## config.mk

```make
export PLATFORM = sky130hd
export DESIGN_NAME = mips_multicycle_core
export DESIGN_NICKNAME = d
export VERILOG_FILES = /design/src/rtl/mips_pkg.sv /design/src/rtl/mips_mc_alu.sv /design/src/rtl/mips_multicycle_core.sv
export SDC_FILE = /design/constraint.sdc
export NUM_CORES = 2
export LEC_CHECK = 0
export ABC_AREA = 1
export CORE_MARGIN = 2
export CORE_UTILIZATION = 50
export CTS_BUF_LIST = sky130_fd_sc_hd__clkbuf_4 sky130_fd_sc_hd__clkbuf_8
export DETAILED_ROUTE_END_ITERATION = 7
export HOLD_SLACK_MARGIN = 0.03
export PLACE_DENSITY = 0.66
export SLEW_MARGIN = 10
export SYNTH_ARGS = -nofsm -noshare
export SYNTH_HDL_FRONTEND = slang
export SYNTH_SLANG_ARGS = --single-unit
```

## constraint.sdc

```tcl
create_clock -name clk -period 7.1 [get_ports clk]
set_clock_uncertainty 0.15 [all_clocks]
set_input_delay 1.42 -clock clk [delete_from_list [all_inputs] [get_ports clk]]
set_output_delay 1.42 -clock clk [all_outputs]
set_load 0.005 [all_outputs]
```

## src/rtl/mips_pkg.sv

```systemverilog
// Shared definitions for the multi-cycle MIPS-subset core.
// Holds opcode/funct encodings, the FSM state encoding, the ALU operation
// codes and two small decode helpers used by the core.
package mips_pkg;

  localparam logic [5:0] OP_RTYPE = 6'b000000;
  localparam logic [5:0] OP_ADDI  = 6'b001000;
  localparam logic [5:0] OP_LW    = 6'b100011;
  localparam logic [5:0] OP_SW    = 6'b101011;
  localparam logic [5:0] OP_BEQ   = 6'b000100;
  localparam logic [5:0] OP_J     = 6'b000010;

  localparam logic [5:0] FN_ADD = 6'b100000;
  localparam logic [5:0] FN_SUB = 6'b100010;
  localparam logic [5:0] FN_AND = 6'b100100;
  localparam logic [5:0] FN_OR  = 6'b100101;
  localparam logic [5:0] FN_SLT = 6'b101010;

  typedef enum logic [2:0] {
    ST_FETCH,
    ST_DECODE,
    ST_EXEC,
    ST_MEM,
    ST_WB,
    ST_HALT
  } state_t;

  typedef enum logic [2:0] {
    ALU_ADD,
    ALU_SUB,
    ALU_AND,
    ALU_OR,
    ALU_SLT
  } alu_op_t;

  // True when the opcode/funct pair belongs to the implemented subset.
  function automatic logic insn_supported(input logic [5:0] op, input logic [5:0] fn);
    case (op)
      OP_RTYPE: return fn inside {FN_ADD, FN_SUB, FN_AND, FN_OR, FN_SLT};
      OP_ADDI, OP_LW, OP_SW, OP_BEQ, OP_J: return 1'b1;
      default: return 1'b0;
    endcase
  endfunction

  // ALU operation for an R-type funct field.
  function automatic alu_op_t funct_alu_op(input logic [5:0] fn);
    case (fn)
      FN_SUB:  return ALU_SUB;
      FN_AND:  return ALU_AND;
      FN_OR:   return ALU_OR;
      FN_SLT:  return ALU_SLT;
      default: return ALU_ADD;
    endcase
  endfunction

endpackage

```

## src/rtl/mips_mc_alu.sv

```systemverilog
// Combinational 32-bit ALU for the multi-cycle core.
// Ports:
//   a, b  : operands
//   op    : operation (add, sub, and, or, signed slt)
//   y     : result, 32-bit wrap-around arithmetic
//   zero  : y == 0, used for the beq compare
module mips_mc_alu
  import mips_pkg::*;
(
  input  logic [31:0] a,
  input  logic [31:0] b,
  input  alu_op_t     op,
  output logic [31:0] y,
  output logic        zero
);

  logic signed [31:0] a_s;
  logic signed [31:0] b_s;

  assign a_s = a;
  assign b_s = b;

  always_comb begin
    y = '0;
    case (op)
      ALU_ADD: y = a + b;
      ALU_SUB: y = a - b;
      ALU_AND: y = a & b;
      ALU_OR:  y = a | b;
      ALU_SLT: y = {31'd0, (a_s < b_s)};
      default: y = '0;
    endcase
  end

  assign zero = (y == '0);

endmodule

```

## src/rtl/mips_multicycle_core.sv

```systemverilog
// Multi-cycle MIPS-subset core with a single shared instruction/data memory
// port (req/ready handshake, wait states allowed).
// Ports:
//   clk, reset              : rising-edge clock, synchronous active-low reset
//   mem_req/we/addr/wdata   : registered memory request, held while stalled
//   mem_rdata, mem_ready    : read data and transfer-complete strobe
//   halted                  : core stopped on an unsupported instruction
//   wb_valid/wb_reg/wb_data : register write performed at the coming edge
//   pc_out                  : current program counter
module mips_multicycle_core
  import mips_pkg::*;
#(
  parameter int          ADDR_W   = 32,
  parameter int          NUM_REGS = 32,
  parameter int unsigned RESET_PC = 0
) (
  input  logic              clk,
  input  logic              reset,
  output logic              mem_req,
  output logic              mem_we,
  output logic [ADDR_W-1:0] mem_addr,
  output logic [31:0]       mem_wdata,
  input  logic [31:0]       mem_rdata,
  input  logic              mem_ready,
  output logic              halted,
  output logic              wb_valid,
  output logic [4:0]        wb_reg,
  output logic [31:0]       wb_data,
  output logic [ADDR_W-1:0] pc_out
);

  localparam int IDX_W = (NUM_REGS > 1) ? $clog2(NUM_REGS) : 1;

  state_t            state;
  state_t            state_next;
  logic [ADDR_W-1:0] pc;
  logic [ADDR_W-1:0] pc_next;
  logic [31:0]       ir;
  logic [31:0]       a_reg;
  logic [31:0]       b_reg;
  logic [31:0]       regs [NUM_REGS];

  logic [5:0]  opcode;
  logic [4:0]  rs;
  logic [4:0]  rt;
  logic [4:0]  rd;
  logic [5:0]  funct;
  logic [31:0] imm_sext;
  logic [31:0] br_off;
  logic [31:0] pc_ext;
  logic [31:0] jump_full;
  logic [31:0] rs_val;
  logic [31:0] rt_val;

  logic [ADDR_W-1:0] pc_plus4;
  logic [ADDR_W-1:0] pc_branch;

  logic        issue_fetch;
  logic        issue_data;
  logic [31:0] alu_a;
  logic [31:0] alu_b;
  alu_op_t     alu_op;
  logic [31:0] alu_y;
  logic        alu_zero;
  logic        wr_ok;

  assign opcode   = ir[31:26];
  assign rs       = ir[25:21];
  assign rt       = ir[20:16];
  assign rd       = ir[15:11];
  assign funct    = ir[5:0];
  assign imm_sext = {{16{ir[15]}}, ir[15:0]};
  assign br_off   = imm_sext << 2;

  // pc is already pc+4 by the time DECODE/EXEC run, so both targets use it directly.
  assign pc_plus4  = pc + ADDR_W'(4);
  assign pc_branch = pc + br_off[ADDR_W-1:0];
  assign pc_ext    = 32'(pc);
  assign jump_full = (pc_ext & 32'hF000_0000) | {4'b0000, ir[25:0], 2'b00};

  assign halted = (state == ST_HALT);
  assign pc_out = pc;

  // Indices outside the implemented file, and r0, read as zero.
  always_comb begin
    rs_val = '0;
    rt_val = '0;
    if (rs != 5'd0 && int'(rs) < NUM_REGS) rs_val = regs[rs[IDX_W-1:0]];
    if (rt != 5'd0 && int'(rt) < NUM_REGS) rt_val = regs[rt[IDX_W-1:0]];
  end

  assign wr_ok = (wb_reg != 5'd0) && (int'(wb_reg) < NUM_REGS);

  mips_mc_alu u_alu (
    .a    (alu_a),
    .b    (alu_b),
    .op   (alu_op),
    .y    (alu_y),
    .zero (alu_zero)
  );

  // Next-state, next-pc and request-issue decisions.
  // A fetch request is raised on the edge that enters FETCH so a zero-wait
  // fetch completes in the first FETCH cycle; only the cycle after reset
  // enters FETCH without a request, which FETCH then issues itself.
  always_comb begin
    state_next  = state;
    pc_next     = pc;
    issue_fetch = 1'b0;
    issue_data  = 1'b0;
    alu_a       = a_reg;
    alu_b       = imm_sext;
    alu_op      = ALU_ADD;
    case (state)
      ST_FETCH: begin
        if (!mem_req) begin
          issue_fetch = 1'b1;
        end else if (mem_ready) begin
          pc_next    = pc_plus4;
          state_next = ST_DECODE;
        end
      end
      ST_DECODE: begin
        if (!insn_supported(opcode, funct)) begin
          state_next = ST_HALT;
        end else if (opcode == OP_J) begin
          pc_next     = jump_full[ADDR_W-1:0];
          state_next  = ST_FETCH;
          issue_fetch = 1'b1;
        end else begin
          state_next = ST_EXEC;
        end
      end
      ST_EXEC: begin
        case (opcode)
          OP_RTYPE: begin
            alu_b      = b_reg;
            alu_op     = funct_alu_op(funct);
            state_next = ST_WB;
          end
          OP_ADDI: state_next = ST_WB;
          OP_LW, OP_SW: begin
            issue_data = 1'b1;
            state_next = ST_MEM;
          end
          OP_BEQ: begin
            alu_b       = b_reg;
            alu_op      = ALU_SUB;
            if (alu_zero) pc_next = pc_branch;
            state_next  = ST_FETCH;
            issue_fetch = 1'b1;
          end
          default: state_next = ST_HALT;
        endcase
      end
      ST_MEM: begin
        if (mem_req && mem_ready) begin
          if (opcode == OP_LW) begin
            state_next = ST_WB;
          end else begin
            state_next  = ST_FETCH;
            issue_fetch = 1'b1;
          end
        end
      end
      ST_WB: begin
        state_next  = ST_FETCH;
        issue_fetch = 1'b1;
      end
      default: state_next = state;
    endcase
  end

  always_ff @(posedge clk) begin
    if (!reset) begin
      state     <= ST_FETCH;
      pc        <= ADDR_W'(RESET_PC);
      ir        <= '0;
      a_reg     <= '0;
      b_reg     <= '0;
      mem_req   <= 1'b0;
      mem_we    <= 1'b0;
      mem_addr  <= '0;
      mem_wdata <= '0;
      wb_valid  <= 1'b0;
      wb_reg    <= '0;
      wb_data   <= '0;
      for (int i = 0; i < NUM_REGS; i++) regs[i] <= '0;
    end else begin
      state    <= state_next;
      pc       <= pc_next;
      wb_valid <= 1'b0;

      // Memory port: a request is only ever replaced on its completing edge,
      // so the request signals stay frozen through wait states.
      if (issue_fetch) begin
        mem_req  <= 1'b1;
        mem_we   <= 1'b0;
        mem_addr <= pc_next;
      end else if (issue_data) begin
        mem_req  <= 1'b1;
        mem_we   <= (opcode == OP_SW);
        mem_addr <= alu_y[ADDR_W-1:0] & ~ADDR_W'(3);
        if (opcode == OP_SW) mem_wdata <= b_reg;
      end else if (mem_req && mem_ready) begin
        mem_req <= 1'b0;
        mem_we  <= 1'b0;
      end

      case (state)
        // FETCH -> DECODE: latch the instruction
        ST_FETCH: if (mem_req && mem_ready) ir <= mem_rdata;
        // DECODE -> EXEC: register operands
        ST_DECODE: begin
          a_reg <= rs_val;
          b_reg <= rt_val;
        end
        // EXEC -> WB: ALU result staged for writeback
        ST_EXEC: begin
          if (opcode == OP_RTYPE || opcode == OP_ADDI) begin
            wb_valid <= 1'b1;
            wb_reg   <= (opcode == OP_RTYPE) ? rd : rt;
            wb_data  <= alu_y;
          end
        end
        // MEM -> WB: load data doubles as the MDR
        ST_MEM: begin
          if (mem_req && mem_ready && opcode == OP_LW) begin
            wb_valid <= 1'b1;
            wb_reg   <= rt;
            wb_data  <= mem_rdata;
          end
        end
        // WB -> FETCH: commit; r0 and out-of-range indices are not stored
        ST_WB: if (wr_ok) regs[wb_reg[IDX_W-1:0]] <= wb_data;
        default: ;
      endcase
    end
  end

endmodule

```

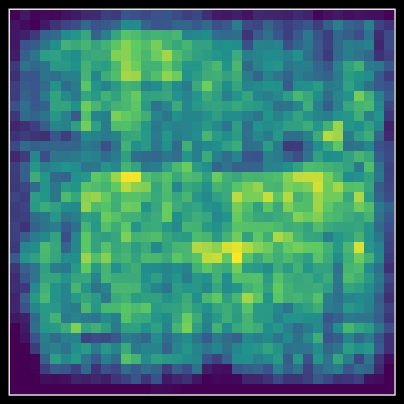
**Above:** signal metal coverage by tile.
(1 px per um) 38 x 38 tiles, from dark purple (low) to yellow (high), scaled to the fullest tile. Values are wire area over tile area, all layers added.
fullest tile: 0.84
tiles over half the peak: 47%
nearly empty tiles: 4.0%
mean over tiles: 0.39
final wirelength: 315.8 mm
wire per inst: 30.13 um
via count: 69.06k
GRT Util Overall: 0.4143

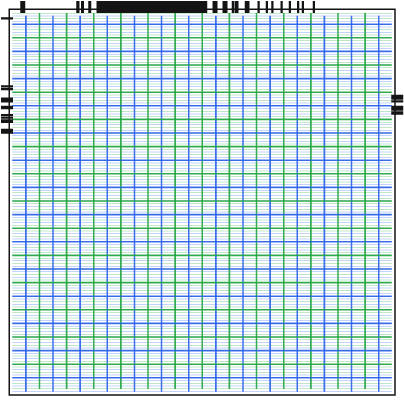
**Above:** PDN straps and rails.
(1 px per um) Pins as bars on the die edge.
legend:
  VSS:
    colour: blue
  VDD:
    colour: green
met1 rails: 140
rows: 139
met5 straps: 27

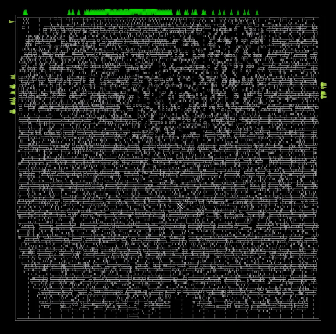
**Above:** cell outlines without signal wires.
num tapcells: 1903
fillcell total: 12.97k
fin util: 0.5551

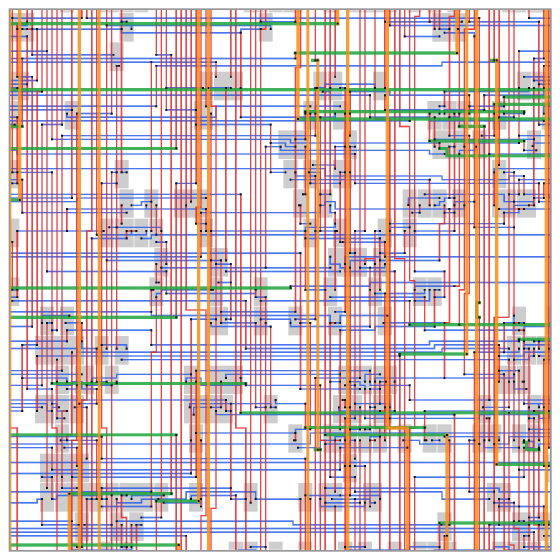
**Above:** close-up of the layout.
Region (167, 244) to (217, 294) um. Cells in grey, sequential cells in the stronger grey; small squares are vias.
legend:
  M1:
    colour: blue
  M3:
    colour: green
  M4:
    colour: orange
  M2:
    colour: red
most frequent: nand2_1 (59), inv_1 (29), nor2_1 (17)
sequential cells in the window: 0
cells with their middle in the window: 138

==> results.cfg <==
; implementation run metrics
[run_status]
status = finished, violations left
failed_checks = design-rule violations

[grt]
grt_max_degree = 184
grt.overflow.total = 0

[yosys]
async_flop_share = 0
ys.flops = 1269
netlist_area_mm2 = 0.07225
synthTopCellsByArea = edfxtp_1 43%, nor2_1 8.4%, nand2_1 8.3%, dfxtp_1 6.8%, a21oi_1 3.6%
synth_cells = 8554
ys_sh_simple = 0.2076
xor_share = 0.005212

[final_timing]
setup_violations = 0
final-hold-violation-count = 0
layout_min_cycle_time_ns = 6.499
drv_slew = 0
fin_tns_setup_ns = 0
finalWorstSetupSlack_ns = 0.6009

[worst_setup_path]
criticalPathCategory = register to register
required_ns = 7.79
startpoint_type = register
cp.arrival_ns = 7.19
r2r-start = ir[30]

[cells_and_area]
lay_top_count = nor2_1
logic_area_mm2 = 0.03233
n_antenna_cell = 8
sh_comb_area = 0.4059
largestClassByArea = registers
layout.nets = 8560
clkCellAreaFrac = 0.05536
clock_buffers = 320

[placed_design]
placed_cells = 10080

[routing]
drc = 2
vias_per_cell = 6.588
ant_nets = 0

[pwr]
p_per_area_mw_per_mm2 = 328.6
swShare = 0.4355
combPwrFrac = 0.386
pg_clk_mw = 6.86

[min_path]
min_path_cells = 2

[die]
die_area_mm2 = 0.1476
ios = 172
fp-utilization = 0.5036

[clocking]
cts_resized = 0
worst max path at each step:
stage / start / endpoint / slack, ns / cells past startpoint
floorplan: ir[29] / mem_addr[22] / 2.85 / 30
global placement: ir[26] / pc_out[25] / 0.90 / 25
detailed placement: ir[26] / mem_addr[25] / 0.92 / 25
CTS: ir[30] / mem_addr[25] / 0.85 / 26
global route: ir[30] / pc_out[25] / 0.22 / 30
finish: ir[30] / mem_addr[25] / 0.60 / 26
per-layer routing:
layer	vias to the layer above	wire, um	track usage
li1	29680	-	-
met1	33060	113000	0.5094
met2	5122	135300	0.6170
met3	1162	41670	0.1311
met4	26	25760	0.2924
met5	-	182	0
